--- src/rtl/fifo_burst_reader_pkg.sv ---
// Shared types and constants for the FIFO burst reader: FSM states, default
// burst/gap sizing and the counter-width helper.
package fifo_reader_pkg;

    typedef enum logic [1:0] {
        IDLE,
        BURST,
        GAP
    } state_e;

    localparam int DEFAULT_DATA_WIDTH = 10;
    localparam int DEFAULT_BUS_WIDTH  = 16;
    localparam int DEFAULT_BURST_LEN  = 4096;
    localparam int DEFAULT_GAP_CYCLES = 4;

    // Width of a down-counter that has to hold values 0..n-1.
    function automatic int count_width(input int n);
        return (n > 1) ? $clog2(n) : 1;
    endfunction

endpackage

--- src/rtl/fifo_burst_reader_if.sv ---
// FIFO read port plus downstream host bus of the burst reader. The master
// modport is the reader; the slave modport is the FIFO/host environment.
interface fifo_burst_reader_if #(
    parameter int DATA_WIDTH = 10,
    parameter int BUS_WIDTH  = 16
);

    logic [DATA_WIDTH-1:0] fifoData;
    logic                  fifoEmpty;
    logic                  fifoHalfFull;
    logic                  fifoAck;
    logic                  hostReady;
    logic [BUS_WIDTH-1:0]  hostData;
    logic                  hostWrite;
    logic                  packetEnd;
    logic                  testMode;
    logic                  clearErrors;
    logic                  underrun;

    modport master (
        input  fifoData, fifoEmpty, fifoHalfFull, hostReady, testMode, clearErrors,
        output fifoAck, hostData, hostWrite, packetEnd, underrun
    );

    modport slave (
        output fifoData, fifoEmpty, fifoHalfFull, hostReady, testMode, clearErrors,
        input  fifoAck, hostData, hostWrite, packetEnd, underrun
    );

endinterface

--- src/rtl/fifo_burst_reader_test_pattern_gen.sv ---
// Wrapping test-pattern counter; advances once per word emitted in test mode.
module test_pattern_gen #(
    parameter int WIDTH = 10
) (
    input  logic             outputClock,
    input  logic             nReset,
    input  logic             en,
    output logic [WIDTH-1:0] count
);

    logic [WIDTH-1:0] count_q;
    logic [WIDTH-1:0] count_d;

    // NOTE: every always_comb output gets a default first so no path leaves it unassigned (no latch).
    always_comb begin
        count_d = count_q;
        if (en) begin
            count_d = count_q + WIDTH'(1);
        end
    end

    // NOTE: sequential state uses <= so all flops update together from pre-edge values.
    always_ff @(posedge outputClock or negedge nReset) begin
        if (!nReset) begin
            count_q <= '0;
        end else begin
            count_q <= count_d;
        end
    end

    assign count = count_q;

endmodule

--- src/rtl/fifo_burst_reader.sv ---
// Drains fixed-length bursts from a show-ahead FIFO onto the host bus,
// with a counter test-pattern source and a sticky underrun flag.
module fifo_burst_reader
    import fifo_reader_pkg::*;
#(
    parameter int DATA_WIDTH = DEFAULT_DATA_WIDTH,
    parameter int BUS_WIDTH  = DEFAULT_BUS_WIDTH,
    parameter int BURST_LEN  = DEFAULT_BURST_LEN,
    parameter int GAP_CYCLES = DEFAULT_GAP_CYCLES
) (
    input logic                 outputClock,
    input logic                 nReset,
    fifo_burst_reader_if.master bus
);

    localparam int CNT_W = count_width(BURST_LEN);
    localparam int GAP_W = count_width(GAP_CYCLES);

    state_e                state_q, state_d;
    logic [CNT_W-1:0]      remaining_q, remaining_d;
    logic [GAP_W-1:0]      gap_q, gap_d;
    logic                  test_src_q, test_src_d;
    logic [BUS_WIDTH-1:0]  host_data_q, host_data_d;
    logic                  host_write_q, host_write_d;
    logic                  packet_end_q, packet_end_d;
    logic                  underrun_q, underrun_d;

    logic                  in_burst;
    logic                  take;
    logic                  starve;
    logic [DATA_WIDTH-1:0] test_count;

    // The source is latched at burst start, so testMode toggling mid-burst
    // can never pop the FIFO during a counter burst or vice versa.
    assign in_burst    = (state_q == BURST);
    assign take        = in_burst && bus.hostReady && (test_src_q || !bus.fifoEmpty);
    assign starve      = in_burst && bus.hostReady && !test_src_q && bus.fifoEmpty;
    assign bus.fifoAck = in_burst && bus.hostReady && !test_src_q && !bus.fifoEmpty;

    test_pattern_gen #(
        .WIDTH (DATA_WIDTH)
    ) u_test_pattern_gen (
        .outputClock (outputClock),
        .nReset      (nReset),
        .en          (take && test_src_q),
        .count       (test_count)
    );

    always_comb begin
        state_d      = state_q;
        remaining_d  = remaining_q;
        gap_d        = gap_q;
        test_src_d   = test_src_q;
        host_data_d  = host_data_q;
        host_write_d = 1'b0;
        packet_end_d = 1'b0;
        // A starve event on the same edge as clearErrors keeps the flag set.
        underrun_d   = starve ? 1'b1 : (bus.clearErrors ? 1'b0 : underrun_q);

        case (state_q)
            IDLE: begin
                if (bus.hostReady && (bus.testMode || bus.fifoHalfFull)) begin
                    state_d     = BURST;
                    remaining_d = CNT_W'(BURST_LEN - 1);
                    test_src_d  = bus.testMode;
                end
            end
            BURST: begin
                if (take) begin
                    host_data_d  = test_src_q ? BUS_WIDTH'(test_count) : BUS_WIDTH'(bus.fifoData);
                    host_write_d = 1'b1;
                    packet_end_d = (remaining_q == '0);
                    if (remaining_q == '0) begin
                        state_d = GAP;
                        gap_d   = GAP_W'(GAP_CYCLES - 1);
                    end else begin
                        remaining_d = remaining_q - CNT_W'(1);
                    end
                end
            end
            GAP: begin
                if (gap_q == '0) begin
                    state_d = IDLE;
                end else begin
                    gap_d = gap_q - GAP_W'(1);
                end
            end
            default: state_d = IDLE;
        endcase
    end

    always_ff @(posedge outputClock or negedge nReset) begin
        if (!nReset) begin
            state_q      <= IDLE;
            remaining_q  <= '0;
            gap_q        <= '0;
            test_src_q   <= 1'b0;
            host_data_q  <= '0;
            host_write_q <= 1'b0;
            packet_end_q <= 1'b0;
            underrun_q   <= 1'b0;
        end else begin
            state_q      <= state_d;
            remaining_q  <= remaining_d;
            gap_q        <= gap_d;
            test_src_q   <= test_src_d;
            host_data_q  <= host_data_d;
            host_write_q <= host_write_d;
            packet_end_q <= packet_end_d;
            underrun_q   <= underrun_d;
        end
    end

    assign bus.hostData  = host_data_q;
    assign bus.hostWrite = host_write_q;
    assign bus.packetEnd = packet_end_q;
    assign bus.underrun  = underrun_q;

endmodule

--- src/flat_wrapper.sv ---
// flat-port wrapper written by rule: the top's interface ports become plain ports
module fifo_burst_reader_flat import fifo_reader_pkg::*;
#(
    parameter int DATA_WIDTH = DEFAULT_DATA_WIDTH,
    parameter int BUS_WIDTH  = DEFAULT_BUS_WIDTH,
    parameter int BURST_LEN  = DEFAULT_BURST_LEN,
    parameter int GAP_CYCLES = DEFAULT_GAP_CYCLES
)
  (outputClock, nReset, bus_fifoData, bus_fifoEmpty, bus_fifoHalfFull, bus_hostReady, bus_testMode, bus_clearErrors, bus_fifoAck, bus_hostData, bus_hostWrite, bus_packetEnd, bus_underrun);
  fifo_burst_reader_if #(.DATA_WIDTH(DATA_WIDTH), .BUS_WIDTH(BUS_WIDTH)) bus_i ();
  input logic outputClock;
  input logic nReset;
  input wire logic [$bits(bus_i.fifoData)-1:0] bus_fifoData;
  input wire logic [$bits(bus_i.fifoEmpty)-1:0] bus_fifoEmpty;
  input wire logic [$bits(bus_i.fifoHalfFull)-1:0] bus_fifoHalfFull;
  input wire logic [$bits(bus_i.hostReady)-1:0] bus_hostReady;
  input wire logic [$bits(bus_i.testMode)-1:0] bus_testMode;
  input wire logic [$bits(bus_i.clearErrors)-1:0] bus_clearErrors;
  output wire logic [$bits(bus_i.fifoAck)-1:0] bus_fifoAck;
  output wire logic [$bits(bus_i.hostData)-1:0] bus_hostData;
  output wire logic [$bits(bus_i.hostWrite)-1:0] bus_hostWrite;
  output wire logic [$bits(bus_i.packetEnd)-1:0] bus_packetEnd;
  output wire logic [$bits(bus_i.underrun)-1:0] bus_underrun;
  assign bus_i.fifoData = bus_fifoData;
  assign bus_i.fifoEmpty = bus_fifoEmpty;
  assign bus_i.fifoHalfFull = bus_fifoHalfFull;
  assign bus_i.hostReady = bus_hostReady;
  assign bus_i.testMode = bus_testMode;
  assign bus_i.clearErrors = bus_clearErrors;
  assign bus_fifoAck = bus_i.fifoAck;
  assign bus_hostData = bus_i.hostData;
  assign bus_hostWrite = bus_i.hostWrite;
  assign bus_packetEnd = bus_i.packetEnd;
  assign bus_underrun = bus_i.underrun;
  fifo_burst_reader #(.DATA_WIDTH(DATA_WIDTH), .BUS_WIDTH(BUS_WIDTH), .BURST_LEN(BURST_LEN), .GAP_CYCLES(GAP_CYCLES)) u_core (.outputClock(outputClock), .nReset(nReset), .bus(bus_i));
endmodule
--- config.mk ---
export PLATFORM = sky130hd
export DESIGN_NAME = fifo_burst_reader_flat
export DESIGN_NICKNAME = d
export VERILOG_FILES = /design/src/rtl/fifo_burst_reader_pkg.sv /design/src/rtl/fifo_burst_reader_if.sv /design/src/rtl/fifo_burst_reader_test_pattern_gen.sv /design/src/rtl/fifo_burst_reader.sv /design/src/flat_wrapper.sv
export SDC_FILE = /design/constraint.sdc
export NUM_CORES = 1
export LEC_CHECK = 0
export CAP_MARGIN = 20
export CORE_AREA = 2 2 51 89
export CTS_CLUSTER_SIZE = 12
export DETAILED_ROUTE_END_ITERATION = 7
export DIE_AREA = 0 0 53 91
export HOLD_SLACK_MARGIN = 0.05
export PLACE_DENSITY = 0.89
export SLEW_MARGIN = 20
export SYNTH_ARGS = -nofsm -noshare
export SYNTH_HDL_FRONTEND = slang
export SYNTH_SLANG_ARGS = --single-unit
--- constraint.sdc ---
create_clock -name outputClock -period 5.42 [get_ports outputClock]
set_input_delay 1.626 -clock outputClock [delete_from_list [all_inputs] [get_ports outputClock]]
set_output_delay 1.626 -clock outputClock [all_outputs]
set_load 0.005 [all_outputs]
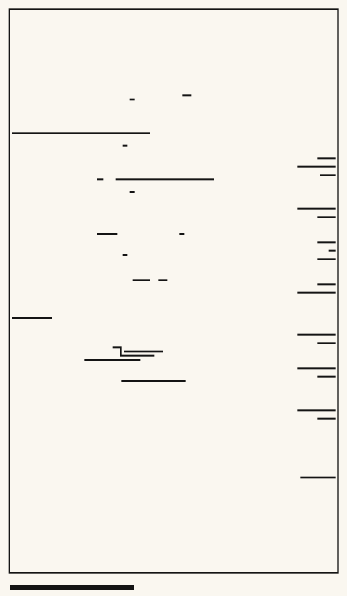
(images/met3.png)
Scale bar: 20 um.
nets with wire on the layer: 27
main direction: horizontal
longest straight run: 22.1 um
wire length on this layer: 152 um
Post-Route WL: 4.24 mm
met3 Resource Use GR: 0.0296
Vias: 1613

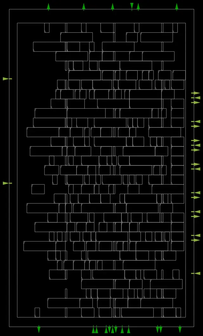
(images/final_placement.png)
Layout Cells excl Fill: 287
fraction of area in registers: 0.397
num tapcells: 49
core area: 0.00407 mm2

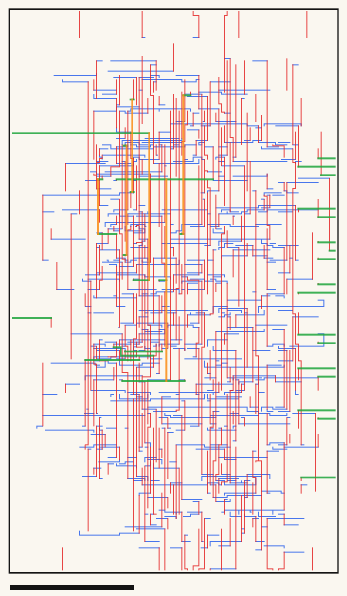
(images/metal_stack.png)
Scale bar: 20 um.
[blue] met1 | wire length: 1580 um
[orange] met4 | wire length: 120 um
[green] met3 | wire length: 152 um
[red] met2 | wire length: 2390 um
GRT Total Usage: 0.201
Routed WL per cell: 14.8 um

[worst max-delay path, delay by kind of cell]
family,cells,cell delay [ps]
buffers and inverters,2,1060
AND/OR/NAND/NOR,2,270
[worst paths after layout]
check                                              startpoint                            endpoint  slack, ps  cells after the start
min                        u_core.u_test_pattern_gen.count[9]  u_core.u_test_pattern_gen.count[9]        470                      1
max reg2reg                                 u_core.test_src_q               u_core.remaining_q[0]       2800                      5
max in group asynchronous                              nReset               u_core.remaining_q[3]       3430                      1
min reg2reg                u_core.u_test_pattern_gen.count[9]  u_core.u_test_pattern_gen.count[9]        470                      1
min in group asynchronous                              nReset              u_core.bus.hostData[2]       1450                      1
max                                             bus_hostReady                         bus_fifoAck        840                      4
[cells in the final DEF, fill, tap and decap left out, types with 5 or more instances in the layout]
cell type         n
nor3_1            6
xor2_1            5
clkbuf_8          5
nand3_1           5
clkdlybuf4s50_1  29
o31a_1            5
inv_1            14
nand2_1          23
mux2i_1          15
conb_1            6
nor2_1           14
o21ai_0          11
dfrtp_1          40
[layout make-up]
cell class / count / share of cell area
repair buffers: 31 / 0.120
well taps: 49 / 0.0243
inverters: 15 / 0.0223
flip-flops and latches: 40 / 0.397
clock inverters: 3 / 0.0169
multi-input cells: 144 / 0.392
clock buffers: 5 / 0.0273
[registers in the layout (all words and copies together), names as in the netlist]
name                             cells
u_core.gap_q                         2
u_core.state_q                       2
u_core.remaining_q                  12
u_core.bus.packetEnd                 1
u_core.bus.hostWrite                 1
u_core.u_test_pattern_gen.count     10
u_core.bus.hostData                 10
u_core.test_src_q                    1
u_core.bus.underrun                  1
[where the power goes]
part | switching, W | total, W | internal, W
Clock | 0.000101 | 0.000237 | 0.000136
Sequential | 0.000109 | 0.000498 | 0.000389
Combinational | 0.000132 | 0.000315 | 0.000182
[through the flow]
stage	area [um2]	hold WS, ps	setup WS [ps]	std cells
final	2520	472	837	287
after global routing	2520	497	777	287
after CTS	2520	474	825	287
after detailed placement	2410	459	825	279
after global placement	2410	455	847	279
after floorplan	2120	441	1920	213
[cell families after synthesis]
| kind of cell | count (synthesis) | synth area share |
|---|---|---|
| other cells | 1 | 0.00178 |
| compound gates | 33 | 0.121 |
| flops | 40 | 0.476 |
| xor+xnor | 9 | 0.0375 |
| simple gates | 74 | 0.189 |
| mux | 18 | 0.0874 |
| fa+ha+maj | 4 | 0.0238 |
| buf+inv | 29 | 0.0636 |
[metal layers]
metal	global-route usage	up-vias	wire, um
met5	0	-	0
met4	0.0919	0	120
met3	0.0296	13	151
met2	0.358	38	2390
met1	0.223	787	1580
li1	-	775	-
==> flow_metrics.py <==
# Synthesis and PnR figures
metrics = {
    "logic_synthesis": {
        "edf_count": 0,
        "yosys.area.top_type": "dfrtp_1",
        "ys_warn_count": 0,
        "synth.area.top_cells": "dfrtp_1 (48%), mux2i_1 (7.1%), nand2_1 (4.1%)",
        "ys.flops": 40,
        "netlist_instances": 208,
        "synth_area_per_cell_um2": 10.1,
        "ff_type": "dfrtp_1",
        "postSynthSeqShare": 0.476,
        "most_common_cell": "dfrtp_1",
        "synth_top_area_share": 0.476,
        "synth_stat.cells": 208,
        "async_flop_share": 1.00,
        "common_cells": "dfrtp_1 (40), nand2_1 (23), mux2i_1 (15)",
        "ys_chip_area_mm2": 0.00210,
        "synth_area_mm2": 0.00210,
        "yosysUniqueCellTypes": 48,
    },
    "critical_path": {
        "cpMostUsedCell": "clkdlybuf4s50_1",
        "cpPeakStageDelay_ps": 530,
        "crit_chain": "clkdlybuf4s50_1 > nand3b_1 > nor3_1 > clkdlybuf4s50_1",
        "arrival_ps": 2960,
        "worst_setup_path_end_kind": "output port",
        "crit_type": "in -> out",
        "critPathSlowestCell": "clkdlybuf4s50_1",
        "path_max_fanout": 4,
        "required_ps": 3790,
        "start_kind": "primary input",
    },
    "floorplanning": {
        "die_w_um": 53,
        "io_pins": 37,
        "fp_util": 0.516,
        "rows": 31,
        "dieArea_mm2": 0.00482,
        "die_h_um": 91,
    },
    "final_timing": {
        "skew_ps": 5.03,
        "hold_viol": 0,
        "fmax_mhz": 218,
        "setup_tns_ps": 0,
        "min_period_ps": 4580,
        "tightest_slew_ps": 868,
        "fin_crit_sh": 0.846,
        "drv_slew": 0,
        "rsz0062_at_grt": "no",
        "setup_viol": 0,
        "relSlewSlack": 0.421,
    },
    "cells_and_area": {
        "combGateArea_um2": 987,
        "n_antenna_cell": 0,
        "area_delta_synth_final_pct": 19.8,
        "utilization": 0.619,
        "seqCellArea_mm2": 0.00100,
        "layout-drive-gt1-share": 0.0882,
        "fillers": 357,
        "fin_nets": 258,
    },
    "clock_tree": {
        "cts_root_buffer": "clkbuf_8",
        "cts_sinks": 40,
        "clock_latency_ps": 290,
        "ctsHoldBuffers": 0,
        "cts_buffer_depth": 2,
        "numCtsBuffers": 5,
        "cts_resized": 0,
        "cts_tree": "yes",
        "htree_num_levels": 2,
        "postCtsSetupBuffers": 0,
        "clk_pin_slew_ps": 80,
    },
    "global_route": {
        "grt_overflow_total": 0,
        "grt_max_degree": 41,
        "antenna_found_initial": 0,
        "grt_pass1_vias": 1727,
        "grt_pass1_wl_mm": 7.42,
    },
    "routing": {
        "first_pass_iters": 4,
        "ant_nets": 0,
        "viasPerCell": 5.62,
        "drc": 0,
        "drtIter0Drc": 27,
    },
    "placement": {
        "dp_hpwl_mm": 3.13,
        "portBuffers": 30,
        "place.gp.congestion": 0.850,
    },
    "flow_run": {
        "cap_violations": 0,
        "warning_count": 27,
    },
    "hold_path": {
        "worstHoldPathType": "reg -> reg",
    },
    "power": {
        "p_total_w": 0.00105,
        "p_leak_nw": 1.12,
        "cellPowerDensity_mw_per_mm2": 416,
        "ir_worst_vdd_mv": 0.267,
    },
    "run_status": {
        "outcome": "finished clean",
    },
}
Power is estimated from default activity; no workload was simulated.
